==> src/rtl/dacc_pkg.sv <==
// dacc_pkg: shared width, opcodes, FSM states and flag layout for the dual-accumulator stage
package dacc_pkg;
  localparam int DACC_WIDTH = 16;
  localparam int DACC_MUL_CYCLES = DACC_WIDTH;
  localparam int FLAG_Z = 0;
  localparam int FLAG_N = 1;
  localparam int FLAG_V = 2;
  localparam int FLAG_C = 3;
  typedef enum logic [3:0] {
    OP_NOP  = 4'd0,
    OP_LD   = 4'd1,
    OP_ADD  = 4'd2,
    OP_SUB  = 4'd3,
    OP_AND  = 4'd4,
    OP_OR   = 4'd5,
    OP_XOR  = 4'd6,
    OP_SWAP = 4'd7,
    OP_MUL  = 4'd8
  } dacc_op_e;
  typedef enum logic {S_IDLE, S_MUL} dacc_state_e;
  function automatic logic [3:0] mk_flags(input logic [DACC_WIDTH-1:0] r, input logic v, input logic c);
    mk_flags = '0;
    mk_flags[FLAG_Z] = r == '0;
    mk_flags[FLAG_N] = r[DACC_WIDTH-1];
    mk_flags[FLAG_V] = v;
    mk_flags[FLAG_C] = c;
  endfunction
endpackage

==> src/rtl/dacc_if.sv <==
// dacc_if: operation request handshake from the sign-extender side into the execute stage
interface dacc_if;
  import dacc_pkg::*;
  logic                  op_valid;
  logic                  op_ready;
  logic [3:0]            op_code;
  logic                  op_dst;
  logic                  op_use_imm;
  logic [DACC_WIDTH-1:0] op_imm;
  modport master(output op_valid, op_code, op_dst, op_use_imm, op_imm, input op_ready);
  modport slave(input op_valid, op_code, op_dst, op_use_imm, op_imm, output op_ready);
endinterface

==> src/rtl/dacc_mul_seq.sv <==
// dacc_mul_seq: signed sequential shift-add multiplier (sign-magnitude), result W cycles after start
module dacc_mul_seq
  import dacc_pkg::*;
#(
  parameter int W = DACC_WIDTH
) (
  input  logic         clk,
  input  logic         rst_n,
  input  logic         start,
  input  logic [W-1:0] a,
  input  logic [W-1:0] b,
  output logic         busy,
  output logic         done,
  output logic [W-1:0] prod,
  output logic         ovf
);
  localparam int CW = $clog2(W);
  localparam logic [2*W-1:0] half = (2*W)'(1) << (W-1);
  logic [W-1:0] a_mag, b_mag, mplier;
  logic [2*W-1:0] acc, mcand;
  logic neg;
  logic [CW-1:0] cnt;
  assign a_mag = a[W-1] ? -a : a;
  assign b_mag = b[W-1] ? -b : b;
  // bit 0 of the multiplier is folded into the load so W-1 shift steps finish in time
  always_ff @(posedge clk) begin
    if (!rst_n) begin
      busy <= 1'b0;
      done <= 1'b0;
      cnt <= '0;
      acc <= '0;
      mcand <= '0;
      mplier <= '0;
      neg <= 1'b0;
    end else if (start) begin
      busy <= 1'b1;
      done <= 1'b0;
      cnt <= '0;
      acc <= b_mag[0] ? {{W{1'b0}}, a_mag} : '0;
      mcand <= {{(W-1){1'b0}}, a_mag, 1'b0};
      mplier <= b_mag >> 1;
      neg <= a[W-1] ^ b[W-1];
    end else begin
      done <= busy && cnt == CW'(W-2);
      if (busy) begin
        acc <= mplier[0] ? acc + mcand : acc;
        mcand <= mcand << 1;
        mplier <= mplier >> 1;
        cnt <= cnt + 1'b1;
        busy <= cnt != CW'(W-2);
      end
    end
  end
  assign prod = neg ? -acc[W-1:0] : acc[W-1:0];
  assign ovf = neg ? acc > half : acc >= half;
endmodule

==> src/rtl/dacc_core.sv <==
// dacc_core: dual-accumulator execute stage; define DACC_MUL_EN to build the 16-cycle multiplier
module dacc_core
  import dacc_pkg::*;
(
  input  logic                  clk,
  input  logic                  rst_n,
  dacc_if.slave                 bus,
  output logic [DACC_WIDTH-1:0] acc_a,
  output logic [DACC_WIDTH-1:0] acc_b,
  output logic                  flag_z,
  output logic                  flag_n,
  output logic                  flag_v,
  output logic                  flag_c,
  output logic                  done,
  output logic                  err
);
  localparam int W = DACC_WIDTH;
  logic [3:0] flags;
  logic accept, legal, alu_go, wr_dst, wr_flags, swap, v, c;
  logic [W-1:0] dst_val, opnd, res;
  logic [W:0] sum;
`ifdef DACC_MUL_EN
  localparam int CW = $clog2(DACC_MUL_CYCLES);
  dacc_state_e state, state_nx;
  logic [CW-1:0] cnt;
  logic is_mul, mul_fin, mul_dst, mul_busy, mul_done, mul_ovf;
  logic [W-1:0] mul_prod;
`endif
  assign accept = bus.op_valid && bus.op_ready;
  assign dst_val = bus.op_dst ? acc_b : acc_a;
  assign opnd = bus.op_use_imm ? bus.op_imm : (bus.op_dst ? acc_a : acc_b);
  assign sum = {1'b0, dst_val} + {1'b0, opnd};
  always_comb begin
    res = opnd;
    v = 1'b0;
    c = flags[FLAG_C];
    legal = 1'b1;
    wr_dst = 1'b0;
    wr_flags = 1'b0;
    swap = 1'b0;
`ifdef DACC_MUL_EN
    is_mul = 1'b0;
`endif
    case (bus.op_code)
      OP_NOP: ;
      OP_LD: {wr_dst, wr_flags} = 2'b11;
      OP_ADD: begin
        {c, res} = sum;
        v = (dst_val[W-1] == opnd[W-1]) && (sum[W-1] != dst_val[W-1]);
        {wr_dst, wr_flags} = 2'b11;
      end
      OP_SUB: begin
        res = dst_val - opnd;
        c = dst_val >= opnd;
        v = (dst_val[W-1] != opnd[W-1]) && (res[W-1] != dst_val[W-1]);
        {wr_dst, wr_flags} = 2'b11;
      end
      OP_AND: begin
        res = dst_val & opnd;
        {wr_dst, wr_flags} = 2'b11;
      end
      OP_OR: begin
        res = dst_val | opnd;
        {wr_dst, wr_flags} = 2'b11;
      end
      OP_XOR: begin
        res = dst_val ^ opnd;
        {wr_dst, wr_flags} = 2'b11;
      end
      OP_SWAP: swap = 1'b1;
`ifdef DACC_MUL_EN
      OP_MUL: is_mul = 1'b1;
`endif
      default: legal = 1'b0;
    endcase
  end
`ifdef DACC_MUL_EN
  assign alu_go = accept && legal && !is_mul;
  assign mul_fin = state == S_MUL && cnt == CW'(DACC_MUL_CYCLES - 1);
  assign bus.op_ready = state == S_IDLE;
  always_ff @(posedge clk) begin
    if (!rst_n) begin
      state <= S_IDLE;
      cnt <= '0;
      mul_dst <= 1'b0;
    end else begin
      state <= state_nx;
      cnt <= state == S_MUL ? cnt + 1'b1 : '0;
      mul_dst <= accept ? bus.op_dst : mul_dst;
    end
  end
  always_comb begin
    state_nx = state;
    if (state == S_IDLE && accept && is_mul) state_nx = S_MUL;
    else if (mul_fin) state_nx = S_IDLE;
  end
  dacc_mul_seq #(.W(W)) u_mul (
    .clk  (clk),
    .rst_n(rst_n),
    .start(accept && is_mul),
    .a    (dst_val),
    .b    (opnd),
    .busy (mul_busy),
    .done (mul_done),
    .prod (mul_prod),
    .ovf  (mul_ovf)
  );
  // the FSM counter and the multiplier run in lockstep from the same start
  always_ff @(posedge clk)
    if (rst_n) assert (mul_fin == mul_done && (state != S_MUL || mul_busy || mul_done));
`else
  assign alu_go = accept && legal;
  assign bus.op_ready = 1'b1;
`endif
  always_ff @(posedge clk) begin
    if (!rst_n) begin
      acc_a <= '0;
      acc_b <= '0;
      flags <= '0;
      done <= 1'b0;
      err <= 1'b0;
    end else begin
      done <= alu_go;
      err <= accept && !legal;
      if (alu_go && swap) begin
        acc_a <= acc_b;
        acc_b <= acc_a;
      end else if (alu_go && wr_dst) begin
        if (bus.op_dst) acc_b <= res;
        else acc_a <= res;
      end
      if (alu_go && wr_flags) flags <= mk_flags(res, v, c);
`ifdef DACC_MUL_EN
      if (mul_fin) begin
        if (mul_dst) acc_b <= mul_prod;
        else acc_a <= mul_prod;
        flags <= mk_flags(mul_prod, mul_ovf, 1'b0);
        done <= 1'b1;
      end
`endif
    end
  end
  assign flag_z = flags[FLAG_Z];
  assign flag_n = flags[FLAG_N];
  assign flag_v = flags[FLAG_V];
  assign flag_c = flags[FLAG_C];
endmodule

==> src/flat_wrapper.sv <==
// flat-port wrapper written by rule: the top's interface ports become plain ports
module dacc_core_flat import dacc_pkg::*;
  (clk, rst_n, acc_a, acc_b, flag_z, flag_n, flag_v, flag_c, done, err, bus_op_valid, bus_op_code, bus_op_dst, bus_op_use_imm, bus_op_imm, bus_op_ready);
  dacc_if bus_i ();
  input  logic clk;
  input  logic rst_n;
  output logic [DACC_WIDTH-1:0] acc_a;
  output logic [DACC_WIDTH-1:0] acc_b;
  output logic flag_z;
  output logic flag_n;
  output logic flag_v;
  output logic flag_c;
  output logic done;
  output logic err;
  input wire logic [$bits(bus_i.op_valid)-1:0] bus_op_valid;
  input wire logic [$bits(bus_i.op_code)-1:0] bus_op_code;
  input wire logic [$bits(bus_i.op_dst)-1:0] bus_op_dst;
  input wire logic [$bits(bus_i.op_use_imm)-1:0] bus_op_use_imm;
  input wire logic [$bits(bus_i.op_imm)-1:0] bus_op_imm;
  output wire logic [$bits(bus_i.op_ready)-1:0] bus_op_ready;
  assign bus_i.op_valid = bus_op_valid;
  assign bus_i.op_code = bus_op_code;
  assign bus_i.op_dst = bus_op_dst;
  assign bus_i.op_use_imm = bus_op_use_imm;
  assign bus_i.op_imm = bus_op_imm;
  assign bus_op_ready = bus_i.op_ready;
  dacc_core u_core (.clk(clk), .rst_n(rst_n), .bus(bus_i), .acc_a(acc_a), .acc_b(acc_b), .flag_z(flag_z), .flag_n(flag_n), .flag_v(flag_v), .flag_c(flag_c), .done(done), .err(err));
endmodule
==> config.mk <==
export PLATFORM = sky130hd
export DESIGN_NAME = dacc_core_flat
export DESIGN_NICKNAME = d
export VERILOG_FILES = /design/src/rtl/dacc_pkg.sv /design/src/rtl/dacc_if.sv /design/src/rtl/dacc_mul_seq.sv /design/src/rtl/dacc_core.sv /design/src/flat_wrapper.sv
export SDC_FILE = /design/constraint.sdc
export NUM_CORES = 1
export LEC_CHECK = 0
export CAP_MARGIN = 20
export CORE_MARGIN = 1.5
export CORE_UTILIZATION = 35
export CTS_CLUSTER_SIZE = 24
export DETAILED_ROUTE_END_ITERATION = 6
export SLEW_MARGIN = 20
export SYNTH_ARGS = -nofsm -noshare
export SYNTH_HDL_FRONTEND = slang
export SYNTH_SLANG_ARGS = --single-unit
==> constraint.sdc <==
create_clock -name clk -period 16.7 [get_ports clk]
set_clock_uncertainty 0.1 [all_clocks]
set_input_delay 3.34 -clock clk [delete_from_list [all_inputs] [get_ports clk]]
set_output_delay 3.34 -clock clk [all_outputs]
set_load 0.01 [all_outputs]
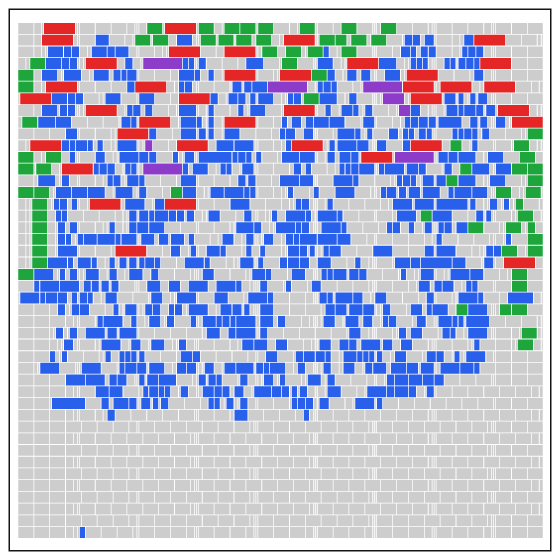
**Above:** run 1 (placed cells, one colour a class).
Fill, decap, tap and diode cells in grey.
all other logic -> blue  # cells 609, share of their area 72%
flip-flops -> red  # cells 38, share of their area 13%
clock drivers and dummy loads -> purple  # cells 8, share of their area 2.7%
other buffers and delay cells -> green  # cells 70, share of their area 12%
fin util: 0.402
final cell area excluding filler cells: 5870 um^2

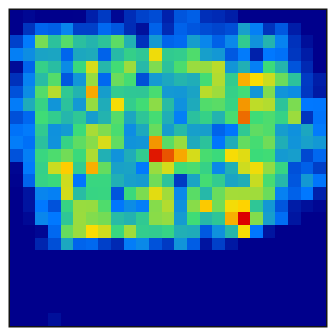
**Above:** run 1 (wiring heat map).
25 x 25 tiles, from dark blue (low) to red (high), scaled to the fullest tile. Values are wire area over tile area, all layers added.
tiles over half the peak = 20%
emptiest ninth of the die = south-east
mean over tiles = 0.18
nearly empty tiles = 31%
all-layer global routing usage: 0.216
routed length per placed instance: 19.2 um

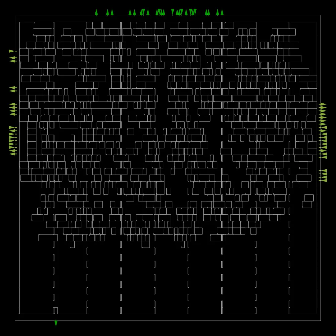
**Above:** run 1 (placed standard cells).
core region area: 14600 um^2
total number of placement rows: 44
sequential fraction of total cell area: 0.130

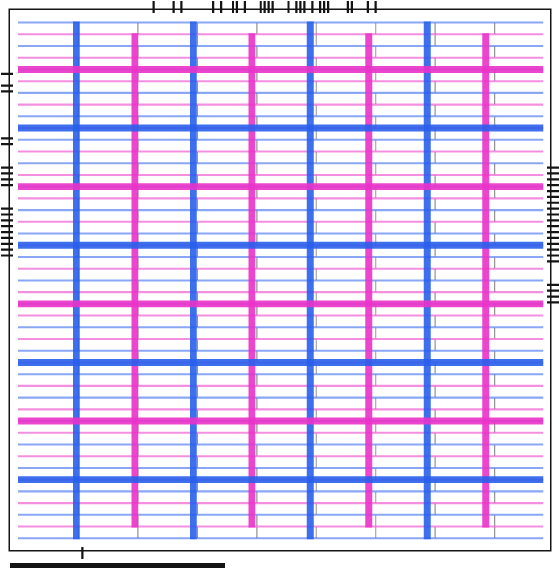
**Above:** run 1 (floorplan with the power grid).
The bar under the picture is 50 um long. Pins as bars on the die edge. Tap cells in grey.
VSS -> blue
VDD -> magenta
met5 straps = 8
signal pins = 64
met4 straps = 8
Die Width: 125 um
peak supply drop: 0.0398 mV
die extent in y: 125 um

==> results.sh, run 1 <==
# flow metrics
export IMPL_routabilityCongestion=0.892
export IMPL_pre_cts_slack_ps=8580
export IMPL_pin_count_of_the_biggest_net_entering_global_routing=40
export IMPL_ys_ff=38
export IMPL_wirelength_met1_um=7590
export IMPL_final_layout_top_logic_cell="a21oi_1"
export IMPL_p_sw_frac=0.373
export IMPL_cts_repair_resized=0
export IMPL_rsz_0062_raised_after_global_routing="no"
export IMPL_clockBufferDepth=2
export IMPL_routed_wirelength_um=17400
export IMPL_synthesis_yosys_warnings=0
export IMPL_max_cap_viol_count=0
export IMPL_detailroute_via_count=5334
export IMPL_finalWorstSetupSlack_ps=9030
export IMPL_placedInstanceArea_um2=5720
export IMPL_clock_net_power_w=0.0000993
export IMPL_timing_critical_path_cells="buf_2, mux2i_1, nor2_1, a21oi_1, ha_1, or2b_2, a221oi_1, o21bai_1, a2111oi_0, a31oi_1, a211oi_1, nand3b_1, nor4_1, nand4_1, o21ai_1"
export IMPL_yosys_most_used_dff="dfxtp_1"
export IMPL_total_power_per_unit_cell_area_nw_per_um2=55.9
export IMPL_synth_yosys_seq_area_share=0.145
export IMPL_clkSinkCount=38
export IMPL_yosys_dominant_comb_family="AND-OR/OR-AND gates"
export IMPL_p_leak_nw=2.42
export IMPL_top_cells_area="dfxtp_1 15%, ha_1 12%, a21oi_1 6.5%"
export IMPL_top_power_group="combinational logic"
export IMPL_worstMarginPinSlew_ps=1170
export IMPL_cellInternalPower_w=0.000206
export IMPL_dpl_cell_count=901
export IMPL_critical_path_max_stage_delay_ps=680
export IMPL_final_layout_size_suffix_gt1_frac=0.0828
export IMPL_drtPass1Iterations=5
export IMPL_netlist_area_leader_share=0.145
export IMPL_num_io_pins=64
export IMPL_post_layout_total_power_w=0.000328
export IMPL_layout_nets=802
export IMPL_combinationalPowerShare=0.393
export IMPL_cpLargestDelayFamily="AND-OR/OR-AND gates"
export IMPL_chip_area_um2=15700
export IMPL_cts_setup_buffers=0
export IMPL_detailed_place_hpwl_um=12800
export IMPL_pwr_group_sequential_w=0.0000998
export IMPL_cts_hold_repair_buffers=0
export IMPL_tritoncts="built"
export IMPL_synth_net_count=780
export IMPL_setup_tns_ps=0
export IMPL_fin_crit_sh=0.459
export IMPL_synth_most_common_cell="a21oi_1"
export IMPL_regArea_um2=761
export IMPL_drtIter0Drc=456
export IMPL_netSwitchingPower_w=0.000122
export IMPL_worst_endpoint_required_ps=16820
export IMPL_first_pass_grt_wire_length_um=27400
export IMPL_synthesis_area_um2=5240
export IMPL_grt_use_met1=0.278
export IMPL_port_buffer_cells=62
export IMPL_timing_hold_worst_class="reg -> reg"
export IMPL_comb_power_w=0.000129
export IMPL_simple_gate_share=0.219
export IMPL_layout_area_overhead_vs_synth_pct=12.0
export IMPL_power_share_sequential=0.304
export IMPL_post_route_min_period_ps=7670
export IMPL_finalHoldViolations=0
export IMPL_critical_path_endpoint_type="flop"
export IMPL_fa_ha_maj_area_frac=0.130
export IMPL_detailroute_wirelength_met3_um=1060
export IMPL_cts_made_buffers=5
export IMPL_grt_busiest_layer="met2"
export IMPL_instances_no_fill=909
export IMPL_cts_reportedPaths_clkPinSlew_ps=60
export IMPL_synth_cellmix_compoundShare=0.299
export IMPL_synth_async_reset_ratio=0
export IMPL_drcViolationCount=0
export IMPL_run_status="completed"
export IMPL_setup_viol=0
export IMPL_fin_hold_ws_ps=392
export IMPL_power_share_clock=0.303
export IMPL_grt_pass1_vias=5164
export IMPL_yosys_area_top_type="dfxtp_1"
export IMPL_synth_xor_xnor_area_share=0.0100
export IMPL_clock_insertion_delay_worst_skew_ps=290
export IMPL_floorplan_core_util=0.359
export IMPL_synth_area_per_cell_um2=7.46
export IMPL_stage_log_warnings=61
export IMPL_globalRouteOverflowTotal=0
export IMPL_viasPerCell=5.87
export IMPL_worst_setup_path_type="in -> reg"
export IMPL_yosys_top_cells_count="68 x a21oi_1, 66 x nor2_1, 58 x nand2_1"
export IMPL_final_cell_mix="68 x a21oi_1, 65 x nor2_1, 60 x clkdlybuf4s50_1"
export IMPL_yosys_cell_types_count=87
export IMPL_diodes=0
export IMPL_mux_area_frac=0.0748
export IMPL_multiInputGateArea_um2=3860
export IMPL_crit_path_top_delay_cell="buf_2"
export IMPL_antenna_violating_nets_post_route=0
export IMPL_cts_root_buf="clkbuf_16"
export IMPL_startpoint_types="primary input"
export IMPL_synth_stat_cells=702
export IMPL_grt_util_met2=0.373
export IMPL_synthCells=702
export IMPL_antenna_violations_before_repair=0
export IMPL_cp_data_arrival_time_ps=7790
export IMPL_critPathBufInv=1
export IMPL_top_signal_layer_used="met4"
export IMPL_crit_path_max_fanout=36
export IMPL_synth_area_yosys_um2=5240
export IMPL_edf_count=0
export IMPL_achievable_frequency_mhz=130
export IMPL_timing_max_slew_rel_slack=0.219
export IMPL_clock_tree_htree_level_count=2
export IMPL_fill_cell_instance_count_of_the_final_layout=1512
export IMPL_maxSlewViolCount=0
export IMPL_grt_met3_usage=0.0308
export IMPL_wl_met2_um=8330
run 1: final timing paths:
kind              slack (ps)         endpoint  depth (start not counted)       startpoint
setup / recovery        9030  u_core.flags[0]                         15       bus_op_dst
hold / removal           390  u_core.flags[0]                          2  u_core.flags[0]
setup reg to reg       12530  u_core.flags[0]                         14  u_core.acc_a[1]
hold reg to reg          390  u_core.flags[0]                          2  u_core.flags[0]
run 1: state kept, by name (all words and copies together), names as in the netlist:
name / cells
u_core.acc_a: 16
u_core.acc_b: 16
u_core.done: 1
u_core.err: 1
u_core.flags: 4
run 1: area by class of cell:
type                       count  share of cell area
inverter                      51              0.0331
timing repair buffer          70               0.114
tap                          184              0.0392
sequential                    38               0.130
clock buffer                   6              0.0237
multi-input combinational    558               0.658
clock inverter                 2             0.00213
**Run 1: wires at chosen ports, followed through buffers**

The bar under the picture is 50 um long.
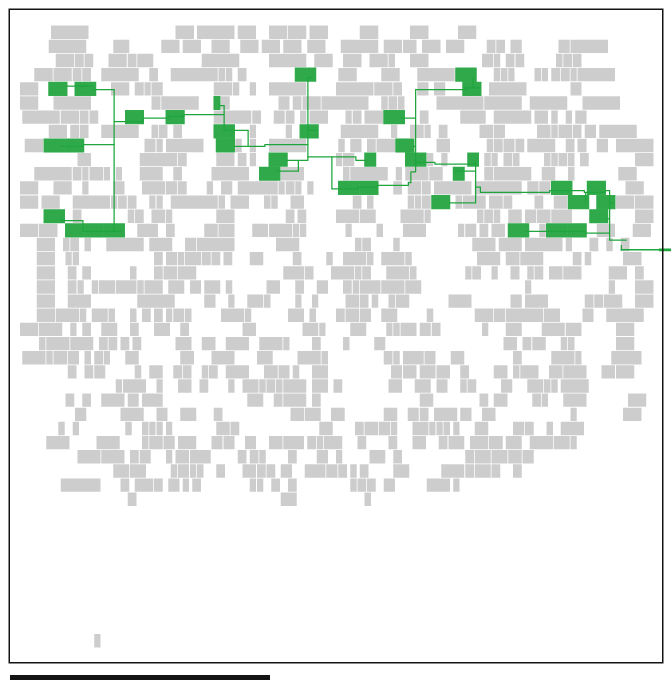

## Run 2: what changed since run 1
- clock period: 16.7 -> 7 ns (I/O delays scaled with it)
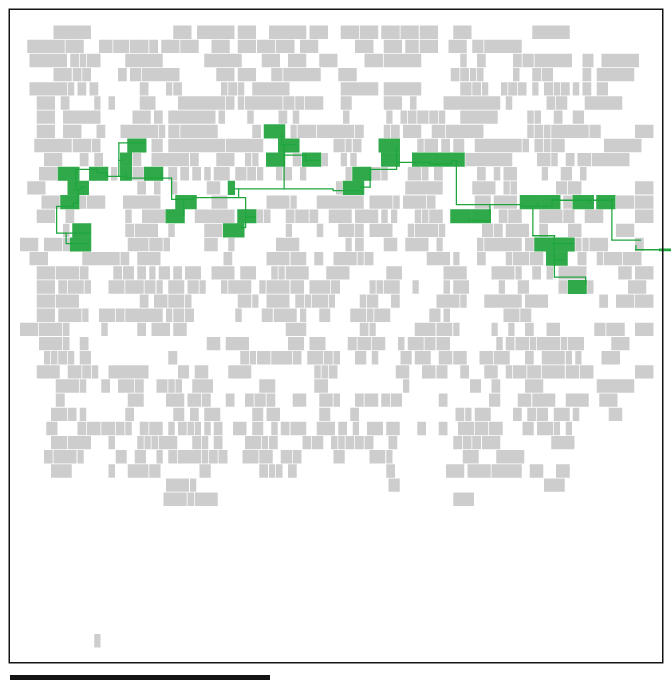
**Above:** run 2 (wires at chosen ports, followed through buffers).
The bar under the picture is 50 um long.
bus_op_dst -> green  # bits 1, direction input, edge east, end cells 36, buffers 1, wire 271 um
Port-buffer cells: 62
count of boundary I/O pins: 64

==> results.sh, run 2 <==
# flow metrics
export IMPL_crit_path_end="u_core.flags[0]"
export IMPL_seq_cells=38
export IMPL_instances_no_fill=910
export IMPL_synth_async_reset_ratio=0
export IMPL_cpLargestDelayFamily="AND-OR/OR-AND gates"
export IMPL_combinationalPowerShare=0.361
export IMPL_netlist_area_leader_share=0.145
export IMPL_post_route_min_period_ps=5640
export IMPL_regArea_um2=761
export IMPL_final_cell_mix="68 x a21oi_1, 65 x nor2_1, 61 x clkdlybuf4s50_1"
export IMPL_grt_pass1_vias=5235
export IMPL_achievable_frequency_mhz=177
export IMPL_globalRouteOverflowTotal=0
export IMPL_viasPerCell=5.82
export IMPL_top_cells_area="dfxtp_1 15%, ha_1 12%, a21oi_1 6.5%"
export IMPL_yosys_most_used_dff="dfxtp_1"
export IMPL_drcViolationCount=0
export IMPL_synth_area_per_cell_um2=7.46
export IMPL_final_layout_top_logic_cell="a21oi_1"
export IMPL_detailed_place_hpwl_um=12700
export IMPL_cts_repair_resized=0
export IMPL_yosys_cell_types_count=87
export IMPL_non_clock_inverter_instance_count_of_the_final_layout=51
export IMPL_reg_top3="u_core.acc_a x16, u_core.acc_b x16, u_core.flags x4"
export IMPL_cts_reportedPaths_clkPinSlew_ps=60
export IMPL_total_power_per_unit_cell_area_nw_per_um2=144
export IMPL_multiInputGateArea_um2=3860
export IMPL_fa_ha_maj_area_frac=0.130
export IMPL_final_layout_size_suffix_gt1_frac=0.0826
export IMPL_crit_path_top_delay_cell="buf_2"
export IMPL_critical_path_depth=15
export IMPL_power_share_sequential=0.279
export IMPL_synth_xor_xnor_area_share=0.0100
export IMPL_layout_area_overhead_vs_synth_pct=13.1
export IMPL_ys_ff=38
export IMPL_r2r_slack_ps=2920
export IMPL_setup_tns_ps=0
export IMPL_floorplan_core_util=0.359
export IMPL_first_pass_grt_wire_length_um=27100
export IMPL_tritoncts="built"
export IMPL_top_signal_layer_used="met4"
export IMPL_pin_count_of_the_biggest_net_entering_global_routing=40
export IMPL_cp_data_arrival_time_ps=5760
export IMPL_chip_area_um2=15700
export IMPL_wl_met2_um=8510
export IMPL_post_layout_total_power_w=0.000853
export IMPL_grt_util_met2=0.379
export IMPL_worst_endpoint_required_ps=7120
export IMPL_stage_log_warnings=61
export IMPL_clock_tree_cell_share_of_total_cell_area=0.0327
export IMPL_dominant_cell_class="logic gates"
export IMPL_clock_net_power_w=0.000307
export IMPL_tapcell_inserted=184
export IMPL_antenna_violations_before_repair=0
export IMPL_grt_use_met1=0.269
export IMPL_detailroute_via_count=5295
export IMPL_crit_path_max_fanout=36
export IMPL_worstReg2RegEnd="u_core.flags[0]"
export IMPL_setup_viol=0
export IMPL_dpl_cell_count=902
export IMPL_yosys_area_top_type="dfxtp_1"
export IMPL_finalHoldViolations=0
export IMPL_run_status="completed"
export IMPL_critical_path_endpoint_type="flop"
export IMPL_die_size_x_um=125
export IMPL_critical_path_max_stage_delay_ps=670
export IMPL_worst_setup_path_type="in -> reg"
export IMPL_max_cap_viol_count=0
export IMPL_netSwitchingPower_w=0.000297
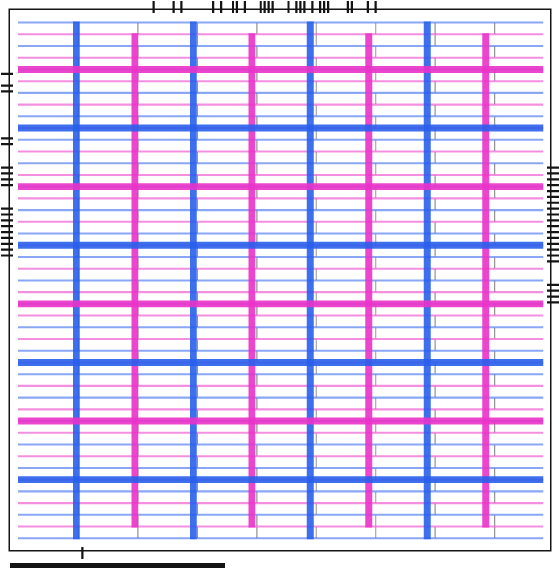
**Above:** run 2 (floorplan with the power grid).
The bar under the picture is 50 um long. Pins as bars on the die edge. Tap cells in grey.
VSS -> blue
VDD -> magenta
tap cells = 184
met1 rails = 45
signal pins = 64
met4 straps = 8
rows = 44
peak supply drop: 0.139 mV

[run 2: worst min path at each step]
stage / depth (start not counted) / endpoint / slack [ps] / start
final: 2 / u_core.flags[0] / 390 / u_core.flags[0]
after global routing: 2 / u_core.flags[0] / 420 / u_core.flags[0]
after CTS: 2 / u_core.flags[0] / 380 / u_core.flags[0]
after detailed placement: 2 / u_core.flags[0] / 370 / u_core.flags[0]
after global placement: 2 / u_core.flags[0] / 370 / u_core.flags[0]
after floorplan: 2 / u_core.flags[0] / 380 / u_core.flags[0]
[run 2: cells by family after synthesis]
logic type / after synthesis
mux: 37
xor+xnor: 6
simple gates: 229
compound gates: 232
other cells: 1
fa+ha+maj: 53
flops: 38
buf+inv: 106
**Run 2: placed cells, one colour a class**

Fill, decap, tap and diode cells in grey.
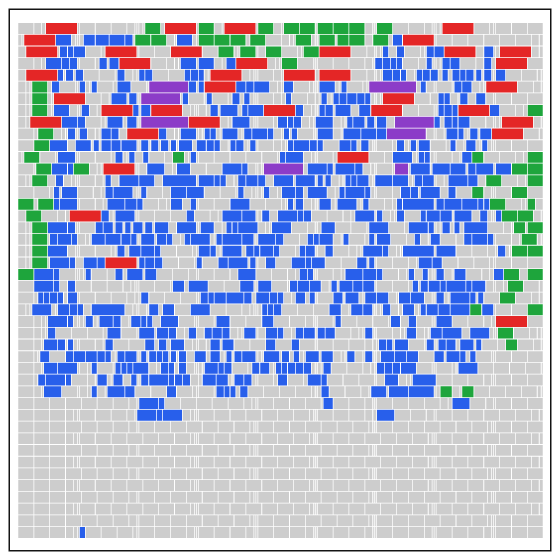

## Run 3: what changed since run 2
- clock period: 7 -> 5.6 ns (I/O delays scaled with it)
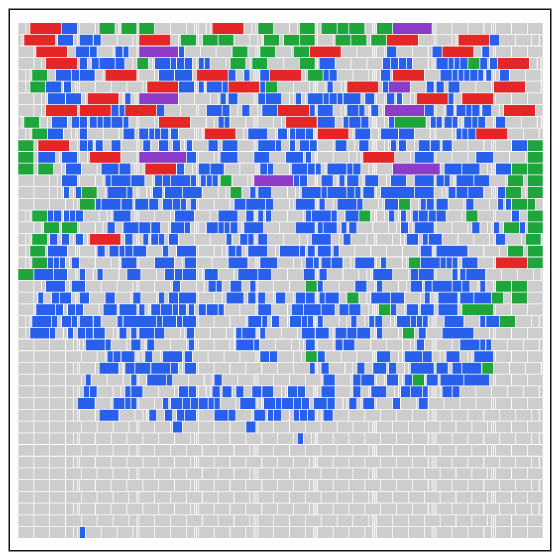
**Above:** run 3 (placed cells, one colour a class).
Fill, decap, tap and diode cells in grey.
sequential fraction of total cell area: 0.126
final cell area excluding filler cells: 6030 um^2

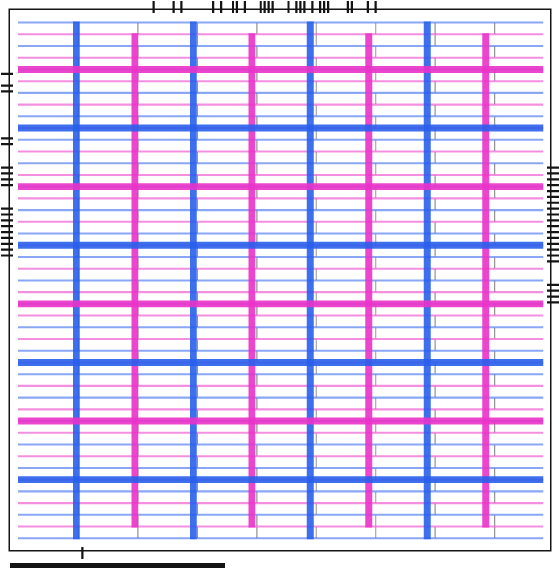
**Above:** run 3 (floorplan with the power grid).
The bar under the picture is 50 um long. Pins as bars on the die edge. Tap cells in grey.
VSS -> blue
VDD -> magenta
met1 rails = 45
met5 straps = 8
peak supply drop: 0.115 mV

==> results.sh, run 3 <==
# flow metrics
export IMPL_worst_endpoint_required_ps=5730
export IMPL_cts_repair_resized=0
export IMPL_critical_path_max_stage_delay_ps=670
export IMPL_ys_ff=38
export IMPL_r2r_slack_ps=1640
export IMPL_combinationalPowerShare=0.365
export IMPL_netSwitchingPower_w=0.000370
export IMPL_chip_area_um2=15700
export IMPL_top_signal_layer_used="met4"
export IMPL_synthesis_area_um2=5240
export IMPL_achievable_frequency_mhz=199
export IMPL_detailed_place_hpwl_um=13300
export IMPL_wl_met2_um=8050
export IMPL_post_layout_total_power_w=0.00108
export IMPL_clock_net_power_w=0.000390
export IMPL_detailroute_via_count=5372
export IMPL_worst_setup_path_type="in -> reg"
export IMPL_instances_no_fill=921
export IMPL_crit_path_top_delay_cell="clkdlybuf4s50_1"
export IMPL_maxSlewViolCount=0
export IMPL_synth_async_reset_ratio=0
export IMPL_synth_area_per_cell_um2=7.46
export IMPL_final_layout_size_suffix_gt1_frac=0.0963
export IMPL_yosys_most_used_dff="dfxtp_1"
export IMPL_grt_pass1_vias=5320
export IMPL_r2r_cells=14
export IMPL_worstHoldEndpoint="u_core.flags[0]"
export IMPL_first_pass_grt_wire_length_um=27700
export IMPL_origin_of_the_worst_min_delay_path="u_core.flags[0]"
export IMPL_run_status="completed"
export IMPL_viasPerCell=5.83
export IMPL_grt_util_met2=0.362
export IMPL_setup_tns_ps=0
export IMPL_num_io_pins=64
export IMPL_reg_top3="u_core.acc_a x16, u_core.acc_b x16, u_core.flags x4"
export IMPL_final_cell_mix="68 x a21oi_1, 65 x nor2_1, 61 x clkdlybuf4s50_1"
export IMPL_wirelength_met1_um=7810
export IMPL_tritoncts="built"
export IMPL_yosys_area_top_type="dfxtp_1"
export IMPL_layout_area_overhead_vs_synth_pct=15.2
export IMPL_synth_area_yosys_um2=5240
export IMPL_cts_reportedPaths_clkPinSlew_ps=60
export IMPL_cpLargestDelayFamily="AND-OR/OR-AND gates"
export IMPL_antenna_violations_before_repair=0
export IMPL_rsz_0062_raised_after_global_routing="no"
export IMPL_yosys_cell_types_count=87
export IMPL_fp_coreArea_um2=14600
export IMPL_setup_viol=0
export IMPL_crit_path_end="u_core.acc_a[15]"
export IMPL_worstReg2RegEnd="u_core.acc_a[15]"
export IMPL_cts_hold_repair_buffers=0
export IMPL_finalHoldViolations=0
export IMPL_routed_wirelength_um=17400
export IMPL_clockBufferDepth=2
export IMPL_floorplan_core_util=0.359
export IMPL_netlist_area_leader_share=0.145
export IMPL_post_route_min_period_ps=5030
export IMPL_critical_path_depth=16
export IMPL_final_layout_top_logic_cell="a21oi_1"
export IMPL_max_cap_viol_count=0
export IMPL_die_size_x_um=125
export IMPL_grt_use_met1=0.272
export IMPL_total_power_per_unit_cell_area_nw_per_um2=179
export IMPL_critical_path_endpoint_type="flop"
export IMPL_top_cells_area="dfxtp_1 15%, ha_1 12%, a21oi_1 6.5%"
export IMPL_cellInternalPower_w=0.000712
export IMPL_dpl_cell_count=913
export IMPL_port_buffer_cells=62
export IMPL_crit_path_max_fanout=14
export IMPL_startpoint_types="primary input"
export IMPL_synthesis_yosys_warnings=0
export IMPL_cp_data_arrival_time_ps=5160
export IMPL_drcViolationCount=0
export IMPL_power_share_sequential=0.275
export IMPL_globalRouteOverflowTotal=0
export IMPL_whs_path_depth=2
export IMPL_pin_count_of_the_biggest_net_entering_global_routing=40
-- run 3: cell count changes in the layout (fill, tap and decap cells not counted), sizes merged --
| cell | change |
|---|---|
| clkinv | -1 |
| clkbuf | +1 |
| buf | +11 |
-- run 3: final cells by class --
cell class	instances	area, um^2
flip-flops and latches	38	761
clock inverters	2	60.1
well taps	184	230
inverters	51	194
multi-input cells	558	3860
fillers	1449	8550
clock buffers	6	139
repair buffers	82	791
-- run 3: kinds of logic after synthesis --
kind of cell | Yosys count | share of synthesized area
adder cells (fa/ha/maj) | 53 | 0.130
multiplexers | 37 | 0.0748
buffers and inverters | 106 | 0.122
XOR/XNOR | 6 | 0.0100
flip-flops | 38 | 0.145
AND/OR/NAND/NOR | 229 | 0.219
other | 1 | 0.000716
AND-OR/OR-AND | 232 | 0.299
